**config.mk**
```make
export PLATFORM = sky130hd
export DESIGN_NAME = dense_sigmoid_layer
export DESIGN_NICKNAME = d
export VERILOG_FILES = /design/src/rtl/dense_sigmoid_layer.sv
export SDC_FILE = /design/constraint.sdc
export NUM_CORES = 1
export LEC_CHECK = 0
export ABC_AREA = 1
export CORE_UTILIZATION = 41
export DETAILED_ROUTE_END_ITERATION = 12
export HOLD_SLACK_MARGIN = 0.08
export SYNTH_ARGS = -nofsm -noshare
export SYNTH_HDL_FRONTEND = slang
export SYNTH_SLANG_ARGS = --single-unit
```
**constraint.sdc**
```tcl
create_clock -name clk -period 14.5 [get_ports clk]
set_input_delay 1.45 -clock clk [delete_from_list [all_inputs] [get_ports clk]]
set_output_delay 1.45 -clock clk [all_outputs]
set_load 0.01 [all_outputs]
```
**src/rtl/dense_sigmoid_layer.sv**
```systemverilog
// -----------------------------------------------------------------------------
// dense_sigmoid_layer
//
// Fully-connected layer of N_OUT neurons over N_IN signed fixed-point inputs.
// Each neuron computes a hard sigmoid of (sum_i x[i]*w[j][i]) + bias[j].
// A single multiplier is shared across all weights: one MAC per cycle, then
// one activation cycle per neuron. Weights and biases live in a runtime
// writable register file that is not touched by reset.
//
// Optional feature macro: DENSE_LAYER_SAT_EN
//   defined   : accumulator saturates at ACC_W limits, z clamps to W range
//   undefined : accumulator wraps, z is the low W bits of acc + bias
//
// Ports:
//   clk       in   clock, all logic on posedge
//   rst       in   synchronous active-high reset (register file retained)
//   req       in   4-phase start request
//   x_flat    in   packed inputs, x[i] = x_flat[i*W +: W]
//   ack       out  result valid / handshake acknowledge
//   y_flat    out  packed activations, y[j] = y_flat[j*W +: W]
//   busy      out  high from accept until return to IDLE
//   cfg_we    in   weight/bias write strobe (honoured only in IDLE)
//   cfg_addr  in   entry j*(N_IN+1)+i, i = N_IN selects the bias of neuron j
//   cfg_data  in   signed value to write
// -----------------------------------------------------------------------------
module dense_sigmoid_layer #(
   parameter int N_IN  = 2,
   parameter int N_OUT = 4,
   parameter int W     = 8,
   parameter int FRAC  = 4,
   parameter int ACC_W = 20,
   localparam int N_ENT = N_OUT * (N_IN + 1),
   localparam int AW    = (N_ENT > 1) ? $clog2(N_ENT) : 1
) (
   input  logic               clk,
   input  logic               rst,
   input  logic               req,
   input  logic [N_IN*W-1:0]  x_flat,
   output logic               ack,
   output logic [N_OUT*W-1:0] y_flat,
   output logic               busy,
   input  logic               cfg_we,
   input  logic [AW-1:0]      cfg_addr,
   input  logic [W-1:0]       cfg_data
);

   localparam int IW = (N_IN > 1) ? $clog2(N_IN) : 1;
   localparam int JW = (N_OUT > 1) ? $clog2(N_OUT) : 1;
   localparam logic signed [W:0] HALF = (W+1)'(1 << (FRAC - 1));
   localparam logic signed [W:0] ONE  = (W+1)'(1 << FRAC);

   typedef enum logic [1:0] {IDLE, MAC, ACT, DONE} state_t;

   state_t                    state_q;
   logic [N_IN*W-1:0]         x_q;
   logic signed [ACC_W-1:0]   acc_q;
   logic [IW-1:0]             i_q;
   logic [JW-1:0]             j_q;
   logic [N_OUT*W-1:0]        y_q;
   logic                      ack_q;
   logic                      busy_q;
   logic signed [W-1:0]       rf_q [N_ENT];

   logic [AW-1:0]             wIdx;
   logic [AW-1:0]             bIdx;
   logic signed [W-1:0]       xCur;
   logic signed [W-1:0]       wCur;
   logic signed [W-1:0]       bCur;
   logic signed [2*W-1:0]     prod;
   logic signed [2*W-1:0]     prodSh;
   logic signed [ACC_W-1:0]   pExt;
   logic signed [ACC_W-1:0]   acc_d;
   logic signed [W-1:0]       z;
   logic signed [W:0]         a;
   logic [W-1:0]              act_d;

   // Weight of the current (j,i) pair and bias of the current neuron.
   assign wIdx = AW'(int'(j_q) * (N_IN + 1) + int'(i_q));
   assign bIdx = AW'(int'(j_q) * (N_IN + 1) + N_IN);
   assign xCur = x_q[int'(i_q)*W +: W];
   assign wCur = rf_q[wIdx];
   assign bCur = rf_q[bIdx];

`ifdef DENSE_LAYER_SAT_EN
   localparam logic signed [ACC_W:0] Z_MAX = (ACC_W+1)'((1 << (W - 1)) - 1);
   localparam logic signed [ACC_W:0] Z_MIN = (ACC_W+1)'(-(1 << (W - 1)));
   logic signed [ACC_W:0] sumWide;
   logic signed [ACC_W:0] zWide;
`endif

   // Shared multiplier, product scaling (floor shift), accumulate and the
   // hard-sigmoid of the finished sum. One extra bit of headroom is kept
   // on the saturating adders so overflow can be seen from the top two bits.
   always_comb begin
      prod   = (2*W)'(xCur) * (2*W)'(wCur);
      prodSh = prod >>> FRAC;
      pExt   = ACC_W'(prodSh);
`ifdef DENSE_LAYER_SAT_EN
      sumWide = (ACC_W+1)'(acc_q) + (ACC_W+1)'(pExt);
      if (sumWide[ACC_W] != sumWide[ACC_W-1])
         acc_d = sumWide[ACC_W] ? {1'b1, {(ACC_W-1){1'b0}}} : {1'b0, {(ACC_W-1){1'b1}}};
      else
         acc_d = sumWide[ACC_W-1:0];
      zWide = (ACC_W+1)'(acc_q) + (ACC_W+1)'(bCur);
      if (zWide > Z_MAX)
         z = Z_MAX[W-1:0];
      else if (zWide < Z_MIN)
         z = Z_MIN[W-1:0];
      else
         z = zWide[W-1:0];
`else
      acc_d = acc_q + pExt;
      z     = acc_q[W-1:0] + bCur;
`endif
      a = (W+1)'(z >>> 2) + HALF;
      if (a[W])
         act_d = '0;
      else if (a > ONE)
         act_d = ONE[W-1:0];
      else
         act_d = a[W-1:0];
   end

   // Register file: written only while idle, deliberately outside reset so
   // trained weights survive a pipeline reset.
   always_ff @(posedge clk) begin
      if (cfg_we && (state_q == IDLE) && (int'(cfg_addr) < N_ENT))
         rf_q[cfg_addr] <= cfg_data;
   end

   // Sequencer: IDLE accepts a request, MAC walks the inputs of neuron j,
   // ACT writes y[j], DONE holds ack until the requester drops req.
   always_ff @(posedge clk) begin
      if (rst) begin
         state_q <= IDLE;
         x_q     <= '0;
         acc_q   <= '0;
         i_q     <= '0;
         j_q     <= '0;
         y_q     <= '0;
         ack_q   <= 1'b0;
         busy_q  <= 1'b0;
      end else begin
         case (state_q)
            IDLE: begin
               if (req) begin
                  x_q     <= x_flat;
                  acc_q   <= '0;
                  i_q     <= '0;
                  j_q     <= '0;
                  busy_q  <= 1'b1;
                  state_q <= MAC;
               end
            end
            MAC: begin
               acc_q <= acc_d;
               if (int'(i_q) == N_IN - 1)
                  state_q <= ACT;
               else
                  i_q <= i_q + 1'b1;
            end
            ACT: begin
               y_q[int'(j_q)*W +: W] <= act_d;
               acc_q <= '0;
               i_q   <= '0;
               if (int'(j_q) == N_OUT - 1) begin
                  ack_q   <= 1'b1;
                  state_q <= DONE;
               end else begin
                  j_q     <= j_q + 1'b1;
                  state_q <= MAC;
               end
            end
            DONE: begin
               if (!req) begin
                  ack_q   <= 1'b0;
                  busy_q  <= 1'b0;
                  state_q <= IDLE;
               end
            end
            default: state_q <= IDLE;
         endcase
      end
   end

   assign ack    = ack_q;
   assign busy   = busy_q;
   assign y_flat = y_q;

endmodule

```
Fig. 1: selected gate families
The bar under the picture is 50 µm long.
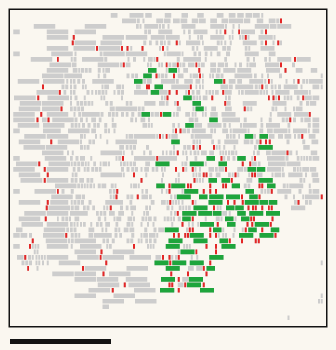
- green: fa/ha/maj cells (cells 82; most used ha_1)
- red: inv cells (cells 189; most used inv_1; where spread over the die)
Finished Layout Cells: 1559
logic share of the area: 0.434
Commonest Layout Cell: nand2_1

==> impl_metrics.ini <==
; physical design summary
[logic_synthesis]
largest_area_cell = edfxtp_1
ys_warn_count = 0
async_flop_share = 0
ys_cells = 1193
syn_area_per_cell_um2 = 8.19

[placement]
portBuffers = 57

[cells_and_area]
drive_gt1_frac = 0.0613
post-route-cell-area_mm2 = 0.0111
final_nets = 1342

[die]
fp-utilization = 0.418
core_mm2 = 0.0234
io_pins = 66
rows = 56
die_area_mm2 = 0.0245

[final_timing]
fin_tns_setup_ns = 0
finalSetupViolations = 0
worstMarginPinSlew_ns = 1.24

[route]
dr_wl_met2_mm = 11.8
vias_per_cell = 5.18
drt_wl_total_mm = 25.7

[critical_path]
crit_top_cell = inv_1
worstSetupPathType = register to register
worst-path-max-fanout = 68
cp-end-kind = register

[hold_path]
hold_path_depth = 2
min_from = x_q[7]
worstHoldEndpoint = x_q[7]

[clock_tree]
cts_tree = built
cts_buffer_depth = 2

[outcome]
status = complete, no violations

[power]
irDropWorstVdd_mv = 0.112

[global_routing]
grt_max_degree = 69
grt-ovfl-total = 0
Fig. 2: signal wires by layer
The bar under the picture is 50 µm long.
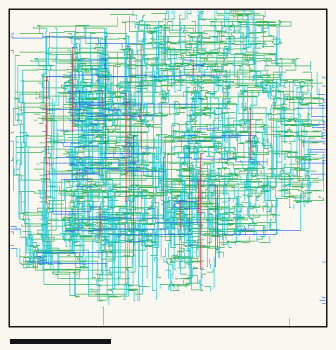
- blue: M3 (wire length 1400 µm)
- green: M1 (wire length 11700 µm)
- red: M4 (wire length 680 µm)
- cyan: M2 (wire length 11800 µm)
Via Count: 8079
gr usage total: 0.220

-- cell usage in the layout, fill, tap and decap left out, types with 3 or more instances in the layout --
cell             count
inv_6                4
fa_1                37
dfxtp_1             55
clkbuf_16           17
o21ai_0            100
conb_1               8
nand3_1             66
nand2_2             12
nand3_2              7
ha_1                45
xnor2_1              9
nand2_1            201
xor2_1               5
a21oi_1            109
o21ai_1              6
buf_4                5
clkdlybuf4s50_1     57
a21oi_2              4
nand4_1              7
inv_1              179
inv_2                9
edfxtp_1            96
a211oi_1             3
clkinvlp_4           5
o211ai_1            26
nor2_1             136
-- power breakdown --
part           leakage (nW)  switching, mW  total (mW)  internal [mW]
registers              1.31         0.0140       0.487          0.473
logic                  3.06          0.777        1.24          0.463
clock network         0.252          0.186       0.423          0.237
total                  4.63          0.977        2.15           1.17
-- worst max-delay path: cells and delay by family, from the launching register on --
kind / cells / cell delay [ns]
AND-OR/OR-AND: 7 / 1.30
XOR/XNOR: 2 / 0.38
adder cells (fa/ha/maj): 8 / 3.67
buffers and inverters: 9 / 1.49
flip-flops: 1 / 0.33
AND/OR/NAND/NOR: 9 / 0.81
-- metal layers --
layer / up-vias / track usage
li1: 3966 / -
met1: 3808 / 0.295
met2: 264 / 0.353
met3: 41 / 0.0399
met4: 0 / 0.0812
met5: - / 0
-- worst max-delay path by stage --
stage	startpoint	end	slack [ns]
after detailed placement	j_q[0]	acc_q[7]	6.46
after floorplan	j_q[0]	acc_q[7]	7.26
after global placement	j_q[0]	acc_q[7]	6.56
after CTS	j_q[0]	acc_q[7]	6.46
after global routing	j_q[0]	acc_q[7]	5.80
final	j_q[0]	acc_q[7]	6.39
-- layout make-up --
type,count,area [µm²],area share
tap,319,399,0.0361
clock buffer,19,433,0.0392
timing repair buffer,62,608,0.0550
clock inverter,12,118,0.0106
inverter,189,712,0.0644
multi-input combinational,807,4800,0.434
sequential,151,3980,0.360
-- state kept, by name (all words and copies together) (netlist names) --
name	count
i_q	1
acc_q	8
busy	1
j_q	2
ack	1
x_q	16
y_flat	24
state_q	2
rf_q	96
-- kinds of logic after synthesis --
| group | share of synthesized area |
|---|---|
| AND/OR/NAND/NOR | 0.194 |
| AND-OR/OR-AND | 0.146 |
| buffers and inverters | 0.104 |
| flip-flops | 0.408 |
| adder cells (fa/ha/maj) | 0.133 |
| XOR/XNOR | 0.0142 |
| other | 0.000384 |
| multiplexers | 0.00102 |
-- per-stage QoR --
stage	power, mW	utilization	hold slack, ns	cells	setup slack [ns]
after global placement	1.72	0.449	0.436	1528	6.56
after CTS	2.16	0.472	0.452	1559	6.46
after global routing	2.37	0.472	0.482	1559	5.80
final	2.15	0.472	0.450	1559	6.39
after detailed placement	1.74	0.449	0.443	1528	6.46
after floorplan	1.48	-	0.424	1200	7.26
No activity file was given, so power comes from the tool's default toggle rates.
